<file path="src/rtl/ysyx_22041207_ifu_if.sv">
// ysyx_22041207_ifu_if: redirect, instruction-memory and decoder-side signals of the fetch unit
interface ysyx_22041207_ifu_if #(parameter int PC_W = 64);
    logic            redirect_valid;
    logic [PC_W-1:0] redirect_pc;
    logic            imem_req_valid;
    logic            imem_req_ready;
    logic [PC_W-1:0] imem_req_addr;
    logic            imem_resp_valid;
    logic [31:0]     imem_resp_data;
    logic            out_valid;
    logic            out_ready;
    logic [31:0]     out_inst;
    logic [PC_W-1:0] out_pc;
    logic            out_fault;
    modport master (
        input  redirect_valid, redirect_pc, imem_req_ready, imem_resp_valid, imem_resp_data, out_ready,
        output imem_req_valid, imem_req_addr, out_valid, out_inst, out_pc, out_fault
    );
    modport slave (
        output redirect_valid, redirect_pc, imem_req_ready, imem_resp_valid, imem_resp_data, out_ready,
        input  imem_req_valid, imem_req_addr, out_valid, out_inst, out_pc, out_fault
    );
endinterface

</file>
<file path="src/rtl/ysyx_22041207_ifu.sv">
// ysyx_22041207_ifu: single-outstanding instruction fetch unit with redirect squash.
// IFU_MISALIGN_TRAP_EN: misaligned PC produces a faulting output instead of being force-aligned.
module ysyx_22041207_ifu #(
    parameter int              PC_W     = 64,
    parameter logic [PC_W-1:0] RESET_PC = 64'h0000_0000_8000_0000
) (
    input logic                  clk,
    input logic                  rst,
    ysyx_22041207_ifu_if.master  bus
);
    typedef enum logic [1:0] {REQ, WAIT, HOLD} state_e;
    state_e          state_q, state_d;
    logic [PC_W-1:0] pc_q, pc_d, out_pc_q, out_pc_d;
    logic [31:0]     out_inst_q, out_inst_d;
    logic            drop_q, drop_d, out_valid_q, out_valid_d, out_fault_q, out_fault_d;
    logic            misalign, req_valid;
    logic [PC_W-1:0] redirect_tgt;
`ifdef IFU_MISALIGN_TRAP_EN
    assign misalign     = pc_q[1:0] != 2'b00;
    assign redirect_tgt = bus.redirect_pc;
`else
    assign misalign     = 1'b0;
    assign redirect_tgt = bus.redirect_pc & ~PC_W'(3);
`endif
    assign req_valid          = state_q == REQ && !misalign;
    assign bus.imem_req_valid = req_valid;
    assign bus.imem_req_addr  = pc_q;
    assign bus.out_valid      = out_valid_q;
    assign bus.out_inst       = out_inst_q;
    assign bus.out_pc         = out_pc_q;
    assign bus.out_fault      = out_fault_q;
    always_comb begin
        state_d     = state_q;
        pc_d        = pc_q;
        drop_d      = drop_q;
        out_valid_d = out_valid_q;
        out_inst_d  = out_inst_q;
        out_pc_d    = out_pc_q;
        out_fault_d = out_fault_q;
        if (bus.redirect_valid) begin
            // an outstanding or just-accepted request must have its response swallowed
            pc_d        = redirect_tgt;
            out_valid_d = 1'b0;
            out_fault_d = 1'b0;
            state_d     = ((state_q == WAIT && !bus.imem_resp_valid) || (req_valid && bus.imem_req_ready)) ? WAIT : REQ;
            drop_d      = state_d == WAIT;
        end else begin
            case (state_q)
                REQ: begin
                    if (misalign) begin
                        out_valid_d = 1'b1;
                        out_fault_d = 1'b1;
                        out_inst_d  = 32'h0;
                        out_pc_d    = pc_q;
                        state_d     = HOLD;
                    end else if (bus.imem_req_ready) begin
                        state_d = WAIT;
                    end
                end
                WAIT: begin
                    if (bus.imem_resp_valid) begin
                        drop_d  = 1'b0;
                        state_d = drop_q ? REQ : HOLD;
                        if (!drop_q) begin
                            out_valid_d = 1'b1;
                            out_fault_d = 1'b0;
                            out_inst_d  = bus.imem_resp_data;
                            out_pc_d    = pc_q;
                            pc_d        = pc_q + PC_W'(4);
                        end
                    end
                end
                HOLD: begin
                    if (bus.out_ready) begin
                        out_valid_d = 1'b0;
                        out_fault_d = 1'b0;
                        state_d     = REQ;
                    end
                end
                default: state_d = REQ;
            endcase
        end
    end
    always_ff @(posedge clk) begin
        if (rst) begin
            state_q     <= REQ;
            pc_q        <= RESET_PC;
            drop_q      <= 1'b0;
            out_valid_q <= 1'b0;
            out_inst_q  <= 32'h0;
            out_pc_q    <= '0;
            out_fault_q <= 1'b0;
        end else begin
            state_q     <= state_d;
            pc_q        <= pc_d;
            drop_q      <= drop_d;
            out_valid_q <= out_valid_d;
            out_inst_q  <= out_inst_d;
            out_pc_q    <= out_pc_d;
            out_fault_q <= out_fault_d;
        end
    end
endmodule

</file>
<file path="src/flat_wrapper.sv">
// flat-port wrapper written by rule: the top's interface ports become plain ports
module ysyx_22041207_ifu_flat 
#(
    parameter int              PC_W     = 64,
    parameter logic [PC_W-1:0] RESET_PC = 64'h0000_0000_8000_0000
)
  (clk, rst, bus_redirect_valid, bus_redirect_pc, bus_imem_req_ready, bus_imem_resp_valid, bus_imem_resp_data, bus_out_ready, bus_imem_req_valid, bus_imem_req_addr, bus_out_valid, bus_out_inst, bus_out_pc, bus_out_fault);
  ysyx_22041207_ifu_if #(.PC_W(PC_W)) bus_i ();
  input logic clk;
  input logic rst;
  input wire logic [$bits(bus_i.redirect_valid)-1:0] bus_redirect_valid;
  input wire logic [$bits(bus_i.redirect_pc)-1:0] bus_redirect_pc;
  input wire logic [$bits(bus_i.imem_req_ready)-1:0] bus_imem_req_ready;
  input wire logic [$bits(bus_i.imem_resp_valid)-1:0] bus_imem_resp_valid;
  input wire logic [$bits(bus_i.imem_resp_data)-1:0] bus_imem_resp_data;
  input wire logic [$bits(bus_i.out_ready)-1:0] bus_out_ready;
  output wire logic [$bits(bus_i.imem_req_valid)-1:0] bus_imem_req_valid;
  output wire logic [$bits(bus_i.imem_req_addr)-1:0] bus_imem_req_addr;
  output wire logic [$bits(bus_i.out_valid)-1:0] bus_out_valid;
  output wire logic [$bits(bus_i.out_inst)-1:0] bus_out_inst;
  output wire logic [$bits(bus_i.out_pc)-1:0] bus_out_pc;
  output wire logic [$bits(bus_i.out_fault)-1:0] bus_out_fault;
  assign bus_i.redirect_valid = bus_redirect_valid;
  assign bus_i.redirect_pc = bus_redirect_pc;
  assign bus_i.imem_req_ready = bus_imem_req_ready;
  assign bus_i.imem_resp_valid = bus_imem_resp_valid;
  assign bus_i.imem_resp_data = bus_imem_resp_data;
  assign bus_i.out_ready = bus_out_ready;
  assign bus_imem_req_valid = bus_i.imem_req_valid;
  assign bus_imem_req_addr = bus_i.imem_req_addr;
  assign bus_out_valid = bus_i.out_valid;
  assign bus_out_inst = bus_i.out_inst;
  assign bus_out_pc = bus_i.out_pc;
  assign bus_out_fault = bus_i.out_fault;
  ysyx_22041207_ifu #(.PC_W(PC_W), .RESET_PC(RESET_PC)) u_core (.clk(clk), .rst(rst), .bus(bus_i));
endmodule
</file>
<file path="config.mk">
export PLATFORM = sky130hd
export DESIGN_NAME = ysyx_22041207_ifu_flat
export DESIGN_NICKNAME = d
export VERILOG_FILES = /design/src/rtl/ysyx_22041207_ifu_if.sv /design/src/rtl/ysyx_22041207_ifu.sv /design/src/flat_wrapper.sv
export SDC_FILE = /design/constraint.sdc
export NUM_CORES = 1
export LEC_CHECK = 0
export ABC_AREA = 0
export CAP_MARGIN = 10
export CORE_MARGIN = 1.5
export CORE_UTILIZATION = 45
export DETAILED_ROUTE_END_ITERATION = 10
export GPL_ROUTABILITY_DRIVEN = 1
export GPL_TIMING_DRIVEN = 0
export PLACE_DENSITY = 0.81
export REMOVE_ABC_BUFFERS = 1
export SYNTH_ARGS = -nofsm -noshare
export SYNTH_HDL_FRONTEND = slang
export SYNTH_SLANG_ARGS = --single-unit
</file>
<file path="constraint.sdc">
create_clock -name clk -period 2.5 [get_ports clk]
set_input_delay 0.25 -clock clk [delete_from_list [all_inputs] [get_ports clk]]
set_output_delay 0.25 -clock clk [all_outputs]
set_load 0.1 [all_outputs]
</file>
Figure 1. Cell outlines without signal wires.
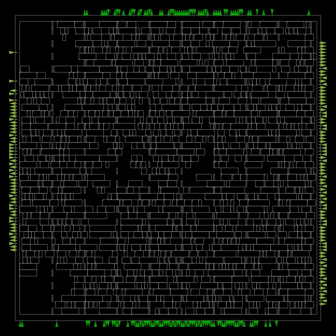
row count: 46
tally of non-filler cells in the final layout: 1394
Seq area share: 0.2940
filler cell count: 1339
Util after Layout: 0.6869

Figure 2. Wiring by layer.
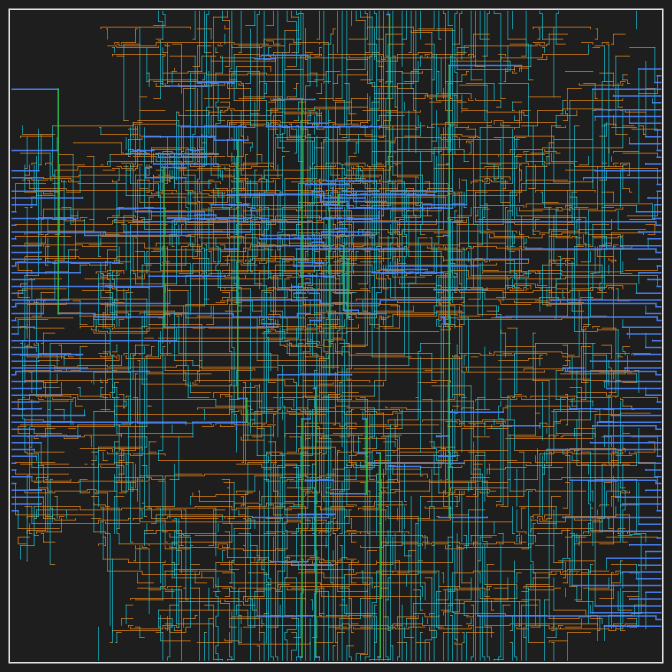
[green] met4 | wire length: 511 um
[cyan] met2 | wire length: 11500 um
[blue] met3 | wire length: 2210 um
[orange] met1 | wire length: 10400 um
wire per inst: 17.61 um
vias: 7727
gr usage total: 0.2752
routed wire length: 24540 um

Figure 3. Cell classes on the final placement.
Fill, decap, tap and diode cells in gray.
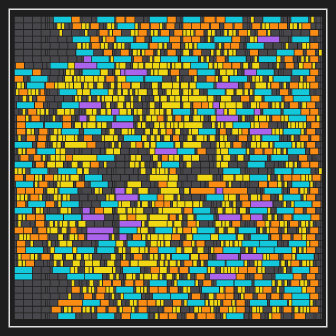
[yellow] all other logic | cells: 706 | share of their area: 38%
[cyan] flip-flops | cells: 160 | share of their area: 30%
[orange] other buffers and delay cells | cells: 279 | share of their area: 26%
[purple] clock drivers and dummy loads | cells: 32 | share of their area: 5.7%
core area: 0.01589 sq mm
design area: 0.01091 sq mm

Figure 4. Nets reached from selected ports.
The bar under the picture is 50 um long.
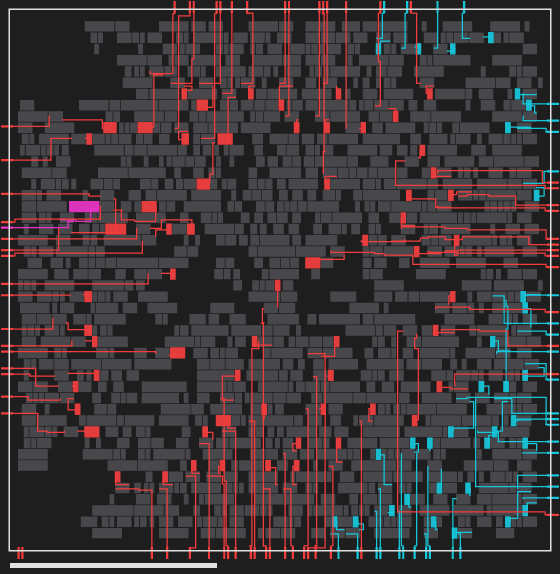
[magenta] bus_out_valid | bits: 1 | direction: output | edge: west | end cells: 1 | buffers: 1 | wire: 29.4 um
[red] bus_redirect_pc | bits: 64 | direction: input | edge: 20 south, 16 west, 15 north, 13 east | end cells: 62 | buffers: 62 | wire: 2160 um
[cyan] bus_imem_resp_data | bits: 32 | direction: input | edge: 17 east, 11 south, 4 north | end cells: 32 | buffers: 32 | wire: 568 um
num ports: 265
IO Port Bufs: 257

Figure 5. Cells by drive strength.
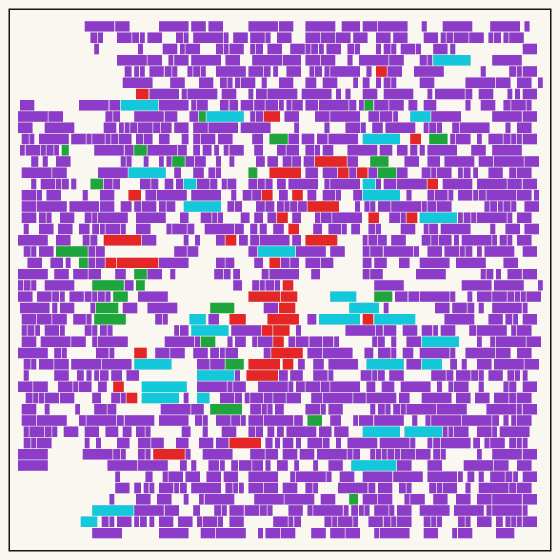
[purple] drive 1 or less | cells: 1078 | most used: clkdlybuf4s50_1
[red] drive 3 to 4 | cells: 42 | most used: buf_4
[green] drive 2 | cells: 26 | most used: nor4_2
[cyan] drive 6 and up | cells: 31 | most used: clkbuf_16
Synth-to-Final Area Change: 49.31%
setup ws final: 0.06365 ns

-- cell type report --
type / instances / share of cell area
Antenna cell: 1 / 0.0002293
Inverter: 9 / 0.004357
Clock inverter: 13 / 0.01387
Tap cell: 216 / 0.02477
Timing Repair Buffer: 279 / 0.2578
Multi-Input combinational cell: 697 / 0.3635
Clock buffer: 19 / 0.04151
Sequential cell: 160 / 0.2940
-- routing by layer --
layer,wire length [um],share of wire
met2,11460,0.47
met4,511,0.021
met1,10360,0.42
met3,2210,0.090
met5,0,0
-- cells by family after synthesis --
| family | count (synthesis) | share of synthesized area |
|---|---|---|
| multiplexers | 5 | 0.006848 |
| other | 1 | 0.0005131 |
| flip-flops | 160 | 0.4383 |
| AND/OR/NAND/NOR | 472 | 0.3157 |
| adder cells (fa/ha/maj) | 1 | 0.001712 |
| AND-OR/OR-AND | 178 | 0.1491 |
| XOR/XNOR | 34 | 0.04075 |
| buffers and inverters | 82 | 0.04708 |
-- report_power, final --
part	switching (mW)	internal (mW)	leakage (nW)
Clock	1.13	1.54	0.288
Combinational	1.06	0.428	2.12
Sequential	0.169	2.65	1.31
Total	2.36	4.62	3.71
-- metrics by stage --
step           hold WS, ns  utilization  setup slack [ns]  power, mW
2_1_floorplan       0.3146            -            -2.255      3.811
3_3_place_gp        0.4408       0.6204            -5.328      4.314
3_5_place_dp        0.4458       0.6294            -1.610      4.334
4_1_cts             0.2132       0.6784          0.003021      7.005
5_1_grt             0.2310       0.6869          -0.07304      7.203
6_report            0.2091       0.6869           0.06365      6.984
-- sequential cells by signal, summed over array words and instances, names as in the netlist --
name / count
u_core.drop_q: 1
u_core.bus.out_inst: 32
u_core.bus.imem_req_addr: 62
u_core.bus.out_pc: 62
u_core.state_q: 2
u_core.bus.out_valid: 1
==> GITHUB_STEP_SUMMARY <==
### Metrics collected by this job

| Metric | Value |
|---|---|
| Logic cell area | 0.003966 sq mm |
| Met3 Use GR | 0.08184 |
| Final ANT Viol Nets | 0 |
| Area leader, netlist | dfxtp_1 |
| Post-synth EDFFs | 0 |
| Cell family with most CP delay | simple AND/OR/NAND/NOR gates |
| Area leader share | 0.4383 |
| CP Capture Point | u_core.bus.imem_req_addr[62]$_SDFFE_PP0P_ |
| Crit share post-route | 0.9745 |
| Layout cells sized above 1 | 0.08411 |
| CP Depth | 6 |
| Floorplan core density | 0.4601 |
| Type of the tightest min-delay check | primary input to flip-flop |
| Arr. time, crit path | 2.78 ns |
| Root buffer cell | clkbuf_16 |
| Vias in the first global route | 7048 |
| FF-to-FF setup slack | 0.06 ns |
| Clock Latency Late Sink | 0.43 ns |
| Final GP Congestion | 0.9031 |
| Total tool warning count | 27 |
| Die Span X | 130.4 um |
| Status | completed |
| Async S/R FF share, synth | 0 |
| First-pass DRT Iterations | 4 |
| Synthesis Warnings | 0 |
| Slowest CP cell | or4_1 |
| Biggest area cells | dfxtp_1, nand2_1, a21oi_1 |
| Avg Vias per Cell | 5.543 |
| DRC violations left | 0 |
| Fmax | 0.4105 GHz |
| Setup TNS | 0 ns |
| Post-synth regs | 160 |
| Commonest cells in the synthesized netlist | nand2_1, dfxtp_1, a21oi_1 |
| Number of instances in the placed design | 1342 |
| Reg2Reg Capture Point | u_core.bus.imem_req_addr[62]$_SDFFE_PP0P_ |
| Clk sink count | 160 |
| Crit path kind | flip-flop to flip-flop |
| Max-Cap Viols | 0 |
| CP Cell Sequence | nand3_2, nor4_4, nand4_1, buf_4, or4_1, a311oi_1 |
| Post-placement cell area | 0.009998 sq mm |
| Post-DP HPWL | 16240 um |
| HP Start | rst |
| CP Launch Type | flip-flop |
| Inserted Clock Buffers | 17 |
| GR Overflow Total | 0 |
| Max-Slew Margin vs Limit | 0.2896 |
| Chip area in the Yosys report | 0.007308 sq mm |
| Syn_area_per_cell | 7.833 sq um |
| Worst-margin pin slew | 1.062 ns |
| CTS tree | built |
| Post-CTS Setup Inserts | 10 |
| GRT met2 Usage | 0.4523 |
| Setup Viol. Count Final | 0 |
| H-tree levels | 4 |
| Crit path launch | u_core.bus.imem_req_addr[22]$_SDFFE_PP0P_ |
| Final Hold Vio Count | 0 |
| Hold_buf cts | 0 |
| Critical path buffers and inverters | 1 |
| Nets | 1267 |
| Synthesized area | 0.007308 sq mm |
| Largest net degree at the start of global routing | 95 |
| Clock Skews | 0.006931 ns |
| Unique cell type count in the Yosys netlist | 56 |
| FF+latch area | 0.003208 sq mm |
| CP max FO | 10 |
| Most used DFF post-synth | dfxtp_1 |
| FF-to-FF path depth | 6 |
| Synthesized instance count | 933 |
| Most used routing layer in global routing | met2 |
| Final Max Tran Viols | 0 |
| Most common logic cell in the routed design | clkdlybuf4s50_1 |
| Max incr delay on CP | 0.50 ns |
| Met1 Use GR | 0.3424 |
| Die area | 0.01701 sq mm |
| Count leader, synth | nand2_1 |
| First-pass GRT wire length | 36760 um |
| # resized after CTS | 14 |
| CP Capture Type | flip-flop |
| Number of cells in Yosys stat | 933 |
| R2r startpoint | u_core.bus.imem_req_addr[22]$_SDFFE_PP0P_ |
Power is estimated from default activity; no workload was simulated.
